===== src/rtl/wb_frontport_pkg.sv =====
// Shared constants for the frontport Wishbone master: opcodes, status bytes,
// FSM state encoding and the response-frame builder.
package wb_frontport_pkg;

  localparam logic [7:0] OP_PING   = 8'h50;
  localparam logic [7:0] OP_READ   = 8'h52;
  localparam logic [7:0] OP_WRITE  = 8'h57;

  localparam logic [7:0] ST_OK     = 8'h00;
  localparam logic [7:0] ST_ERR    = 8'h01;
  localparam logic [7:0] ST_TMO    = 8'h02;
  localparam logic [7:0] ST_BADCMD = 8'hFF;
  localparam logic [7:0] PING_RESP = 8'hA5;

  localparam logic [2:0] S_IDLE = 3'd0;
  localparam logic [2:0] S_ADDR = 3'd1;
  localparam logic [2:0] S_DATA = 3'd2;
  localparam logic [2:0] S_BUS  = 3'd3;
  localparam logic [2:0] S_RESP = 3'd4;

  typedef struct packed {
    logic [2:0]  len;
    logic [39:0] bytes;
  } resp_t;

  // Bytes go out LSB first: read data little-endian, then the status byte.
  function automatic resp_t make_resp(input logic is_write, input logic [7:0] status,
                                      input logic [31:0] data);
    resp_t r;
    if (is_write) begin
      r.len   = 3'd1;
      r.bytes = {32'h0, status};
    end else begin
      r.len   = 3'd5;
      r.bytes = {status, data};
    end
    return r;
  endfunction

endpackage


===== src/rtl/wb_frontport_if.sv =====
// Host byte-link and Wishbone signals of the frontport master, grouped in one bundle.
interface wb_frontport_if;
  logic [7:0]  rx_data_i;
  logic        rx_valid_i;
  logic        rx_ready_o;
  logic [7:0]  tx_data_o;
  logic        tx_valid_o;
  logic        tx_ready_i;
  logic [31:0] wb_adr_o;
  logic [31:0] wb_dat_o;
  logic [31:0] wb_dat_i;
  logic        wb_we_o;
  logic [3:0]  wb_sel_o;
  logic        wb_stb_o;
  logic        wb_cyc_o;
  logic        wb_ack_i;
  logic        wb_err_i;

  modport master (
    input  rx_data_i, rx_valid_i, tx_ready_i, wb_dat_i, wb_ack_i, wb_err_i,
    output rx_ready_o, tx_data_o, tx_valid_o, wb_adr_o, wb_dat_o, wb_we_o,
           wb_sel_o, wb_stb_o, wb_cyc_o
  );

  modport slave (
    output rx_data_i, rx_valid_i, tx_ready_i, wb_dat_i, wb_ack_i, wb_err_i,
    input  rx_ready_o, tx_data_o, tx_valid_o, wb_adr_o, wb_dat_o, wb_we_o,
           wb_sel_o, wb_stb_o, wb_cyc_o
  );
endinterface


===== src/rtl/wb_frontport_txser.sv =====
// Response serializer: loads up to 5 bytes with a length and shifts them out
// LSB first over a registered valid/ready handshake.
module wb_frontport_txser (
  input  logic        clk,
  input  logic        srst,
  input  logic        load,
  input  logic [39:0] load_bytes,
  input  logic [2:0]  load_len,
  output logic [7:0]  data,
  output logic        valid,
  input  logic        ready,
  output logic        last
);

  logic [39:0] shift_reg;
  logic [2:0]  cnt_reg;
  logic        valid_reg;
  logic        fire;

  assign fire  = valid_reg & ready;
  assign last  = fire & (cnt_reg == 3'd1);
  assign data  = shift_reg[7:0];
  assign valid = valid_reg;

  always_ff @(posedge clk) begin
    if (srst) begin
      shift_reg <= '0;
      cnt_reg   <= '0;
      valid_reg <= 1'b0;
    end else if (load) begin
      shift_reg <= load_bytes;
      cnt_reg   <= load_len;
      valid_reg <= (load_len != 3'd0);
    end else if (fire) begin
      shift_reg <= {8'h00, shift_reg[39:8]};
      cnt_reg   <= cnt_reg - 3'd1;
      valid_reg <= (cnt_reg != 3'd1);
    end
  end

endmodule


===== src/rtl/wb_frontport_master.sv =====
// Frontport Wishbone master: parses host command frames into single classic
// Wishbone transfers and returns data/status over the response byte stream.
module wb_frontport_master
  import wb_frontport_pkg::*;
#(
  parameter int TIMEOUT_CYCLES = 255
) (
  input logic              wb_clk_i,
  input logic              wb_rst_i,
  wb_frontport_if.master   fp
);

  localparam int TMO_W = (TIMEOUT_CYCLES > 0) ? $clog2(TIMEOUT_CYCLES + 1) : 1;
  localparam logic [TMO_W-1:0] TMO_LAST = TMO_W'((TIMEOUT_CYCLES > 0) ? TIMEOUT_CYCLES - 1 : 0);

  logic [2:0]       state_reg, state_next;
  logic [1:0]       idx_reg;
  logic             is_write_reg;
  logic             rx_ready_reg;
  logic [TMO_W-1:0] tmo_cnt_reg;
  logic [31:0]      adr_reg, dat_reg;
  logic             we_reg, cyc_reg, stb_reg;
  logic [3:0]       sel_reg;

  logic             rx_fire;
  logic             tmo_hit;
  logic             resp_load;
  resp_t            resp_next;
  logic             tx_last;

  assign rx_fire = fp.rx_valid_i & rx_ready_reg;
  // The counter holds the number of completed BUS cycles, so the abort lands
  // exactly TIMEOUT_CYCLES cycles after cyc rose.
  assign tmo_hit = (TIMEOUT_CYCLES != 0) && (tmo_cnt_reg == TMO_LAST);

  always_comb begin
    state_next = state_reg;
    resp_load  = 1'b0;
    resp_next  = '0;
    case (state_reg)
      S_IDLE: begin
        if (rx_fire) begin
          if (fp.rx_data_i == OP_READ || fp.rx_data_i == OP_WRITE) begin
            state_next = S_ADDR;
          end else begin
            state_next      = S_RESP;
            resp_load       = 1'b1;
            resp_next.len   = 3'd1;
            resp_next.bytes = {32'h0, (fp.rx_data_i == OP_PING) ? PING_RESP : ST_BADCMD};
          end
        end
      end
      S_ADDR: begin
        if (rx_fire && idx_reg == 2'd3) state_next = is_write_reg ? S_DATA : S_BUS;
      end
      S_DATA: begin
        if (rx_fire && idx_reg == 2'd3) state_next = S_BUS;
      end
      S_BUS: begin
        // err has priority over a simultaneous ack; failed reads return zero data
        if (fp.wb_err_i) begin
          state_next = S_RESP;
          resp_load  = 1'b1;
          resp_next  = make_resp(is_write_reg, ST_ERR, 32'h0);
        end else if (fp.wb_ack_i) begin
          state_next = S_RESP;
          resp_load  = 1'b1;
          resp_next  = make_resp(is_write_reg, ST_OK, fp.wb_dat_i);
        end else if (tmo_hit) begin
          state_next = S_RESP;
          resp_load  = 1'b1;
          resp_next  = make_resp(is_write_reg, ST_TMO, 32'h0);
        end
      end
      S_RESP: begin
        if (tx_last) state_next = S_IDLE;
      end
      default: state_next = S_IDLE;
    endcase
  end

  always_ff @(posedge wb_clk_i) begin
    if (wb_rst_i) begin
      state_reg    <= S_IDLE;
      idx_reg      <= 2'd0;
      is_write_reg <= 1'b0;
      rx_ready_reg <= 1'b0;
      tmo_cnt_reg  <= '0;
      adr_reg      <= '0;
      dat_reg      <= '0;
      we_reg       <= 1'b0;
      sel_reg      <= 4'h0;
      cyc_reg      <= 1'b0;
      stb_reg      <= 1'b0;
    end else begin
      state_reg    <= state_next;
      rx_ready_reg <= (state_next == S_IDLE) || (state_next == S_ADDR) || (state_next == S_DATA);

      if (rx_fire) begin
        case (state_reg)
          S_IDLE: begin
            is_write_reg <= (fp.rx_data_i == OP_WRITE);
            idx_reg      <= 2'd0;
          end
          S_ADDR: begin
            adr_reg[{idx_reg, 3'b000} +: 8] <= fp.rx_data_i;
            idx_reg <= idx_reg + 2'd1;
          end
          S_DATA: begin
            dat_reg[{idx_reg, 3'b000} +: 8] <= fp.rx_data_i;
            idx_reg <= idx_reg + 2'd1;
          end
          default: ;
        endcase
      end

      if (state_reg != S_BUS && state_next == S_BUS) begin
        cyc_reg     <= 1'b1;
        stb_reg     <= 1'b1;
        we_reg      <= is_write_reg;
        sel_reg     <= 4'hF;
        tmo_cnt_reg <= '0;
      end else if (state_reg == S_BUS) begin
        if (state_next != S_BUS) begin
          cyc_reg <= 1'b0;
          stb_reg <= 1'b0;
          we_reg  <= 1'b0;
          sel_reg <= 4'h0;
        end else begin
          tmo_cnt_reg <= tmo_cnt_reg + 1'b1;
        end
      end
    end
  end

  wb_frontport_txser u_txser (
    .clk        (wb_clk_i),
    .srst       (wb_rst_i),
    .load       (resp_load),
    .load_bytes (resp_next.bytes),
    .load_len   (resp_next.len),
    .data       (fp.tx_data_o),
    .valid      (fp.tx_valid_o),
    .ready      (fp.tx_ready_i),
    .last       (tx_last)
  );

  assign fp.rx_ready_o = rx_ready_reg;
  assign fp.wb_adr_o   = adr_reg;
  assign fp.wb_dat_o   = dat_reg;
  assign fp.wb_we_o    = we_reg;
  assign fp.wb_sel_o   = sel_reg;
  assign fp.wb_stb_o   = stb_reg;
  assign fp.wb_cyc_o   = cyc_reg;

endmodule


===== src/flat_wrapper.sv =====
// flat-port wrapper written by rule: the top's interface ports become plain ports
module wb_frontport_master_flat import wb_frontport_pkg::*;
#(
  parameter int TIMEOUT_CYCLES = 255
)
  (wb_clk_i, wb_rst_i, fp_rx_data_i, fp_rx_valid_i, fp_tx_ready_i, fp_wb_dat_i, fp_wb_ack_i, fp_wb_err_i, fp_rx_ready_o, fp_tx_data_o, fp_tx_valid_o, fp_wb_adr_o, fp_wb_dat_o, fp_wb_we_o, fp_wb_sel_o, fp_wb_stb_o, fp_wb_cyc_o);
  wb_frontport_if fp_i ();
  input logic wb_clk_i;
  input logic wb_rst_i;
  input wire logic [$bits(fp_i.rx_data_i)-1:0] fp_rx_data_i;
  input wire logic [$bits(fp_i.rx_valid_i)-1:0] fp_rx_valid_i;
  input wire logic [$bits(fp_i.tx_ready_i)-1:0] fp_tx_ready_i;
  input wire logic [$bits(fp_i.wb_dat_i)-1:0] fp_wb_dat_i;
  input wire logic [$bits(fp_i.wb_ack_i)-1:0] fp_wb_ack_i;
  input wire logic [$bits(fp_i.wb_err_i)-1:0] fp_wb_err_i;
  output wire logic [$bits(fp_i.rx_ready_o)-1:0] fp_rx_ready_o;
  output wire logic [$bits(fp_i.tx_data_o)-1:0] fp_tx_data_o;
  output wire logic [$bits(fp_i.tx_valid_o)-1:0] fp_tx_valid_o;
  output wire logic [$bits(fp_i.wb_adr_o)-1:0] fp_wb_adr_o;
  output wire logic [$bits(fp_i.wb_dat_o)-1:0] fp_wb_dat_o;
  output wire logic [$bits(fp_i.wb_we_o)-1:0] fp_wb_we_o;
  output wire logic [$bits(fp_i.wb_sel_o)-1:0] fp_wb_sel_o;
  output wire logic [$bits(fp_i.wb_stb_o)-1:0] fp_wb_stb_o;
  output wire logic [$bits(fp_i.wb_cyc_o)-1:0] fp_wb_cyc_o;
  assign fp_i.rx_data_i = fp_rx_data_i;
  assign fp_i.rx_valid_i = fp_rx_valid_i;
  assign fp_i.tx_ready_i = fp_tx_ready_i;
  assign fp_i.wb_dat_i = fp_wb_dat_i;
  assign fp_i.wb_ack_i = fp_wb_ack_i;
  assign fp_i.wb_err_i = fp_wb_err_i;
  assign fp_rx_ready_o = fp_i.rx_ready_o;
  assign fp_tx_data_o = fp_i.tx_data_o;
  assign fp_tx_valid_o = fp_i.tx_valid_o;
  assign fp_wb_adr_o = fp_i.wb_adr_o;
  assign fp_wb_dat_o = fp_i.wb_dat_o;
  assign fp_wb_we_o = fp_i.wb_we_o;
  assign fp_wb_sel_o = fp_i.wb_sel_o;
  assign fp_wb_stb_o = fp_i.wb_stb_o;
  assign fp_wb_cyc_o = fp_i.wb_cyc_o;
  wb_frontport_master #(.TIMEOUT_CYCLES(TIMEOUT_CYCLES)) u_core (.wb_clk_i(wb_clk_i), .wb_rst_i(wb_rst_i), .fp(fp_i));
endmodule

===== config.mk =====
export PLATFORM = sky130hd
export DESIGN_NAME = wb_frontport_master_flat
export DESIGN_NICKNAME = d
export VERILOG_FILES = /design/src/rtl/wb_frontport_pkg.sv /design/src/rtl/wb_frontport_if.sv /design/src/rtl/wb_frontport_txser.sv /design/src/rtl/wb_frontport_master.sv /design/src/flat_wrapper.sv
export SDC_FILE = /design/constraint.sdc
export NUM_CORES = 1
export LEC_CHECK = 0
export ABC_AREA = 1
export CORE_MARGIN = 5
export CORE_UTILIZATION = 37
export DETAILED_ROUTE_END_ITERATION = 12
export PLACE_DENSITY = 0.72
export SYNTH_ARGS = -nofsm -noshare
export SYNTH_HDL_FRONTEND = slang
export SYNTH_SLANG_ARGS = --single-unit

===== constraint.sdc =====
create_clock -name wb_clk_i -period 2.9 [get_ports wb_clk_i]
set_clock_uncertainty 0.1 [all_clocks]
set_input_delay 0.725 -clock wb_clk_i [delete_from_list [all_inputs] [get_ports wb_clk_i]]
set_output_delay 0.725 -clock wb_clk_i [all_outputs]
set_load 0.02 [all_outputs]

==> impl_metrics.ini, run 1 <==
; physical design summary
[logic_synthesis]
ff_type = dfxtp_1
yosysChipArea_um2 = 5900
yosys_warnings = 0
top_cells_by_count = 168 x nor2_1, 132 x nand2_1, 119 x dfxtp_1, 72 x inv_1, 63 x nand3_1
fp_nets = 885
most_common_cell = nor2_1
synth-seq-cells = 119
edf_count = 0
top_cell_area_share = 0.404
synth.distinct_cells = 33
yosysCellCount = 828
syn_avg_cell_area_um2 = 7.13
top_cells_by_area = dfxtp_1 40%, nor2_1 11%, nand2_1 8.4%
synth_area_um2 = 5900
netlist_instances = 828

[clock_tree]
cts_tree = built
htree_levels = 4
clk_latency_ps = 420
cts_buffers = 17
root_buffer = clkbuf_16
clock-sinks = 119
clkSlewWorstSetupHoldPaths_ps = 50

[floorplan]
die-area_um2 = 18600
io_pins = 127
fp_util = 0.374
core_area_um2 = 15800
die_h_um = 136

[global_route]
grt.total_usage = 0.181
antenna_found_initial = 0
grt_max_degree = 53
grt_pass1_vias = 5535
top_usage_layer = met2
grt_pass1_wl_um = 26900

[layout]
drive_gt1_frac = 0.118
nets = 1011
final_cells = 1183
largest_reg_flops = 34
area_growth_pct = 35.5
antennaDiodeCount = 0
fill_cells = 1554

[timing]
period_needed_ps = 2590
rsz0062_at_grt = false
relSlewSlack = 0.711
period_used_share = 0.893
hold_viol = 0
worst_slew_pin_slew_ps = 433
slew_violations = 0
setup_viol = 0
holdWs_ps = 359

[detailed_routing]
wl_per_cell_um = 13.7
dr.pass1.iters = 5
drcViolationCount = 0
drtAntennaViolNets = 0
drt-initial-drc-count = 422
vias_per_cell = 4.84

[placement]
port-buffer-count = 126
dp_hpwl_um = 11700
dp_cells = 1151

[worst_setup_path]
cp-end-kind = flop
crit_type = primary input to flop
worstPathRequired_ps = 3120
worstSetupStartpointType = primary input

[pwr]
power_leakage_nw = 3.36
power_mw = 4.39
ir_drop_v = 0.000431

[flow_run]
tool_warnings = 33
drv_cap = 0

[worst_hold_path]
hp-class = flop to flop
hp-start = u_core.fp.wb_dat_o[5]$_SDFFE_PP0P_

[run_status]
outcome = completed
run 1: through the flow:
stage / setup WS [ps] / area [um^2] / util / setup TNS [ps]
2_1_floorplan: 458 / 5900 / - / 0
3_3_place_gp: 70.6 / 7360 / 0.467 / 0
3_5_place_dp: -77.9 / 7360 / 0.467 / -188
4_1_cts: 358 / 8000 / 0.507 / 0
5_1_grt: 92.0 / 8000 / 0.507 / 0
6_report: 309 / 8000 / 0.507 / 0
run 1: timing repair:
item | CTS | global route
hold buffers | 0 | 0
buffers inserted | 0 | 0
gates resized | 0 | 1
setup endpoints to repair | 0 | 1
run 1: final timing paths:
check        slack [ps]  depth (start not counted)                            endpoint
max                 310                         14  u_core.tmo_cnt_reg[4]$_SDFFE_PP0P_
min                 360                          2  u_core.fp.wb_dat_o[5]$_SDFFE_PP0P_
max reg2reg         530                         13  u_core.tmo_cnt_reg[4]$_SDFFE_PP0P_
min reg2reg         360                          2  u_core.fp.wb_dat_o[5]$_SDFFE_PP0P_
run 1: final cells by class:
class,instances,area [um^2],share of cell area
clock buffer,20,457,0.0571
clock inverter,12,174,0.0217
inverter,79,300,0.0375
timing repair buffer,163,1580,0.197
tap,216,270,0.0338
sequential,119,2380,0.298
multi-input combinational,574,2840,0.355
run 1: power by group:
part	internal (mW)	switching, mW
registers	1.68	0.0311
clock network	1.48	0.770
logic	0.195	0.226
run 1: cell usage in the layout (no fill, tap or decap), types with 2 or more instances in the layout:
cell type / n
nor2_1: 167
nand2_1: 132
clkdlybuf4s50_1: 126
dfxtp_1: 119
inv_1: 71
nand3_1: 63
o21ai_0: 57
a21oi_1: 49
nand4_1: 35
buf_4: 34
nand3_2: 20
clkbuf_16: 17
ha_1: 11
nor3_1: 9
nor2_2: 8
inv_2: 6
clkinv_2: 5
o21ai_1: 5
bufinv_16: 4
nor2_4: 3
nand3_4: 3
buf_12: 3
nand2_2: 2
a31oi_1: 2
clkinv_4: 2
clkbuf_8: 2
run 1: worst max-delay path, stage by stage:
cell and delay, ps:
clkdlybuf4s50_1 520, inv_1 80, nand2_1 90, nor2_1 40, nand2_1 90, nand2_1 110
nand2_1 80, nand3_1 80, nand2_1 90, inv_1 60, ha_1 180, nor2_1 290
inv_1 130, a211oi_1 240
run 1: routing by layer:
metal	part of all wire	vias up
met2	0.46	183
met3	0.073	32
met5	0	-
met1	0.45	2565
li1	-	2942
met4	0.021	0
run 1: kinds of logic (layout without fill, tap and decap cells):
kind of cell    Yosys count  count (layout)  synth area share
compound gates          116             116             0.100
simple gates            446             446             0.356
xor+xnor                  1               1           0.00148
buf+inv                 135             274             0.116
fa+ha+maj                11              11            0.0233
flops                   119             119             0.404
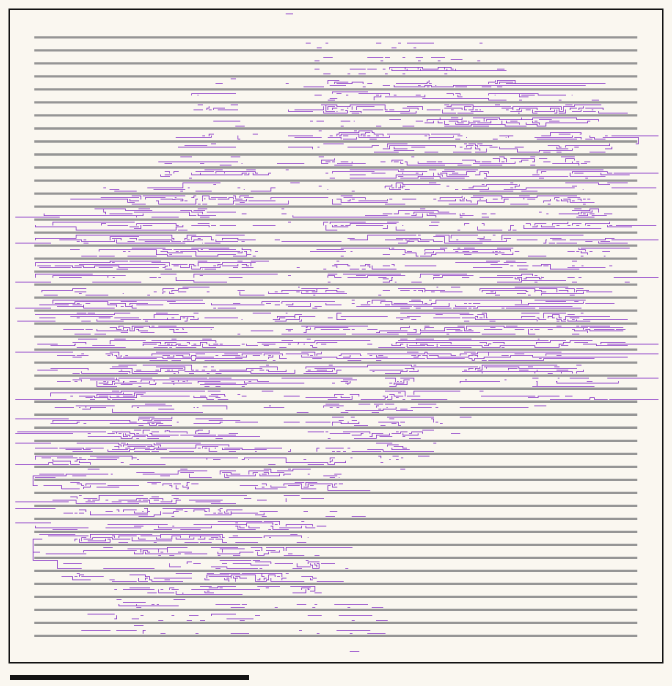
Run 1: the metal 1 layer
The bar under the picture is 50 um long. Supply wires on this layer in gray.
wire length on this layer: 7210 um
nets with wire on the layer: 922
longest straight run: 31.3 um
main direction: horizontal
share of all routed wire: 45%
GR Util met1: 0.229
Via Count: 5722
Post-Route WL: 16200 um

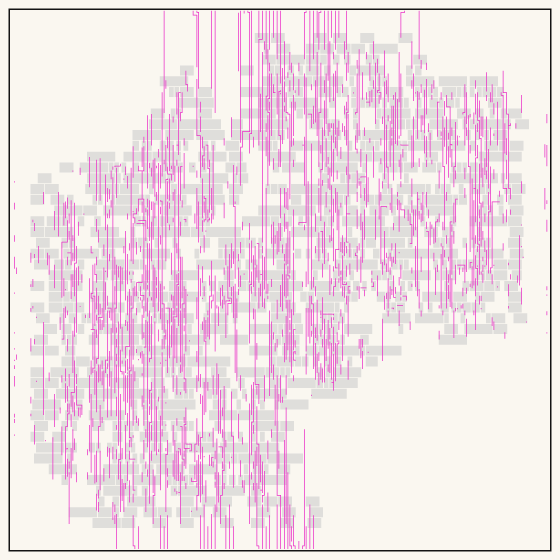
Run 1: the metal 2 layer
Cells faint in the background.
main direction: vertical
share of all routed wire: 46%
GR Util met2: 0.286

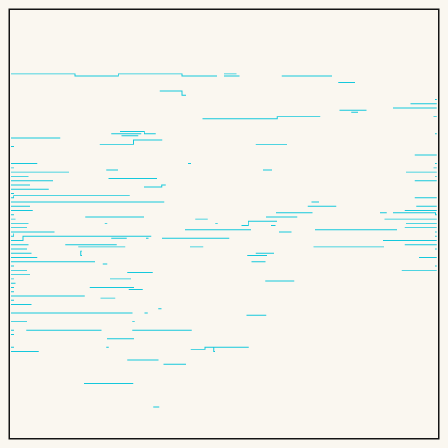
Run 1: M3 wires
nets with wire on the layer: 108
longest straight run: 48.5 um
main direction: horizontal
wire length on this layer: 1180 um
share of all routed wire: 7.3%
met3 Usage GRT: 0.0607

--- run 2 (diff from run 1) ---
- CTS_CLUSTER_DIAMETER: not set -> 50
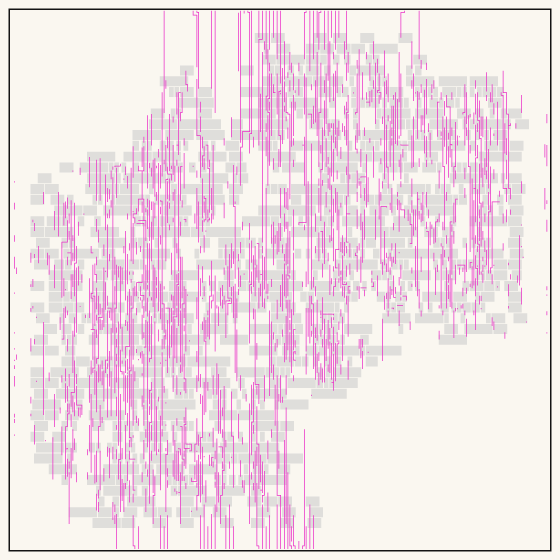
Run 2: the metal 2 layer
Cells faint in the background.
main direction: vertical
nets with wire on the layer: 795
wire length on this layer: 7460 um
share of all routed wire: 46%

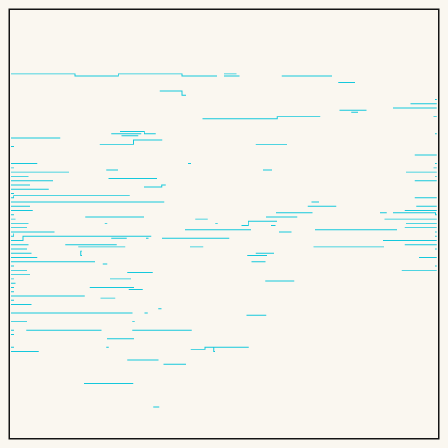
Run 2: M3 wires
share of all routed wire: 7.3%
main direction: horizontal
wire length on this layer: 1180 um
nets with wire on the layer: 108

==> run 2 against run 1 <==
Largest cell class unchanged. Sequential share of layout area stayed put. Area after synthesis stayed put. Final cell count stayed put. Wire length stayed put. Clock-buffer cell count stayed put. Largest power group unchanged. Non-clock buffer count stayed put. Total power stayed put. Die size stayed put.
==> impl_metrics.ini, run 2 <==
; physical design summary
[timing]
period_used_share = 0.893
rsz0062_at_grt = false
relSlewSlack = 0.711
worst_slew_pin_slew_ps = 433
holdWs_ps = 359
fin_ws_ps = 309
hold_viol = 0
setup_viol = 0
period_needed_ps = 2590
slew_violations = 0

[logic_synthesis]
syn_avg_cell_area_um2 = 7.13
yosysChipArea_um2 = 5900
yosysCellCount = 828
synth-seq-cells = 119
yosys_warnings = 0
synth.distinct_cells = 33
ff_type = dfxtp_1
fp_nets = 885
synth_area_um2 = 5900
top_cells_by_count = 168 x nor2_1, 132 x nand2_1, 119 x dfxtp_1, 72 x inv_1, 63 x nand3_1
top_cell_area_share = 0.404
most_common_cell = nor2_1
top_cells_by_area = dfxtp_1 40%, nor2_1 11%, nand2_1 8.4%
edf_count = 0

[layout]
nets = 1011
drive_gt1_frac = 0.118
final_common_cell = nor2_1
final_cells = 1183
final_cell_area_um2 = 8000
lay_top_cells = 167 x nor2_1, 132 x nand2_1, 126 x clkdlybuf4s50_1
fin_util = 0.507
area_growth_pct = 35.5
largest_reg_flops = 34
fill_cells = 1554

[clock_tree]
clkSlewWorstSetupHoldPaths_ps = 50
cts_tree = built
hold_buffers = 0
post_cts_buffers = 0
cts_buffers = 17
clock-sinks = 119
root_buffer = clkbuf_16
clk_latency_ps = 420

[global_route]
antenna_found_initial = 0
grt.total_usage = 0.181
grt_pass1_wl_um = 26900
grt_max_degree = 53
grt_pass1_vias = 5535

[detailed_routing]
wl_met1_um = 7210
wl_um = 16200
dr.pass1.iters = 5
drcViolationCount = 0
drtAntennaViolNets = 0
top_layer_used = met4
drt-initial-drc-count = 422
dr_wl_met3_um = 1180
dr_total_vias = 5722
wl_per_cell_um = 13.7

[worst_setup_path]
cp-end-kind = flop
crit_chain = clkdlybuf4s50_1, inv_1, nand2_1, nor2_1, nand2_1, nand2_1, nand2_1, nand3_1, nand2_1, inv_1, ha_1, nor2_1, inv_1, a211oi_1
worstPathRequired_ps = 3120
slowest_delay_ps = 520
crit_type = primary input to flop
worst-path-buf-inv = 4
r2r_end = u_core.tmo_cnt_reg[4]$_SDFFE_PP0P_
slowest_stage = clkdlybuf4s50_1
cp_common_cell = nand2_1
r2r_slack_ps = 530

[flow_run]
tool_warnings = 33
drv_cap = 0

[floorplan]
die_h_um = 136
core_area_um2 = 15800
io_pins = 127
fp_util = 0.374
die-area_um2 = 18600

[placement]
dp_cells = 1151
port-buffer-count = 126
dpl_worst_slack_ps = -77.9
dp_hpwl_um = 11700

[worst_hold_path]
holdPathEnd = u_core.fp.wb_dat_o[5]$_SDFFE_PP0P_
hold_depth = 2
hp-class = flop to flop
hp-start = u_core.fp.wb_dat_o[5]$_SDFFE_PP0P_

[run_status]
outcome = completed

[pwr]
power_leakage_nw = 3.36
ir_drop_v = 0.000431
run 2: cell counts in the layout (fill, tap and decap cells not counted):
No cell type changed its count.
run 2: kinds of logic (layout without fill, tap and decap cells):
kind of cell / after synthesis / count (layout) / share of synthesized area
AOI/OAI and AO/OA: 116 / 116 / 0.100
xor gates and xnor gates: 1 / 1 / 0.00148
adders and majority gates: 11 / 11 / 0.0233
and+or+nand+nor: 446 / 446 / 0.356
DFF: 119 / 119 / 0.404
buffers and inverters: 135 / 274 / 0.116
run 2: worst max-delay path by stage:
stage,start,endpoint,slack [ps],depth (start not counted)
2_1_floorplan,fp_rx_valid_i,u_core.tmo_cnt_reg[7]$_SDFFE_PP0P_,460,14
3_3_place_gp,fp_rx_valid_i,u_core.tmo_cnt_reg[7]$_SDFFE_PP0P_,70,15
3_5_place_dp,fp_rx_data_i[0],u_core.tmo_cnt_reg[4]$_SDFFE_PP0P_,-80,14
4_1_cts,fp_rx_data_i[0],u_core.tmo_cnt_reg[4]$_SDFFE_PP0P_,360,14
5_1_grt,fp_rx_data_i[0],u_core.tmo_cnt_reg[7]$_SDFFE_PP0P_,90,16
6_report,fp_rx_data_i[0],u_core.tmo_cnt_reg[4]$_SDFFE_PP0P_,310,14
run 2: tightest hold or removal path, cell delays in order (launching register included):
cell     delay (ps)
dfxtp_1         300
nand2_1          60
a21oi_1          50
run 2: layout make-up:
cell class	instances	area (um^2)	area share
clock buffer	20	457	0.0571
tap	216	270	0.0338
timing repair buffer	163	1580	0.197
clock inverter	12	174	0.0217
sequential	119	2380	0.298
multi-input combinational	574	2840	0.355
inverter	79	300	0.0375
run 2: through the flow:
step                total power [mW]  setup TNS (ps)
finish                          4.39               0
floorplan                       2.03               0
global placement                2.16               0
CTS                             4.42               0
detailed placement              2.17            -188
global route                    4.56               0
run 2: metal layers:
metal | vias up | global-route usage
li1 | 2942 | -
met1 | 2565 | 0.229
met2 | 183 | 0.286
met3 | 32 | 0.0607
met4 | 0 | 0.0649
met5 | - | 0
run 2: power breakdown:
| group | internal, mW | switching [mW] | leakage [nW] |
|---|---|---|---|
| clock network | 1.48 | 0.770 | 0.310 |
| registers | 1.68 | 0.0311 | 0.964 |
| logic | 0.195 | 0.226 | 2.09 |
| total | 3.36 | 1.03 | 3.36 |
Power figures rest on the tool's default switching activity, not on a simulated workload.
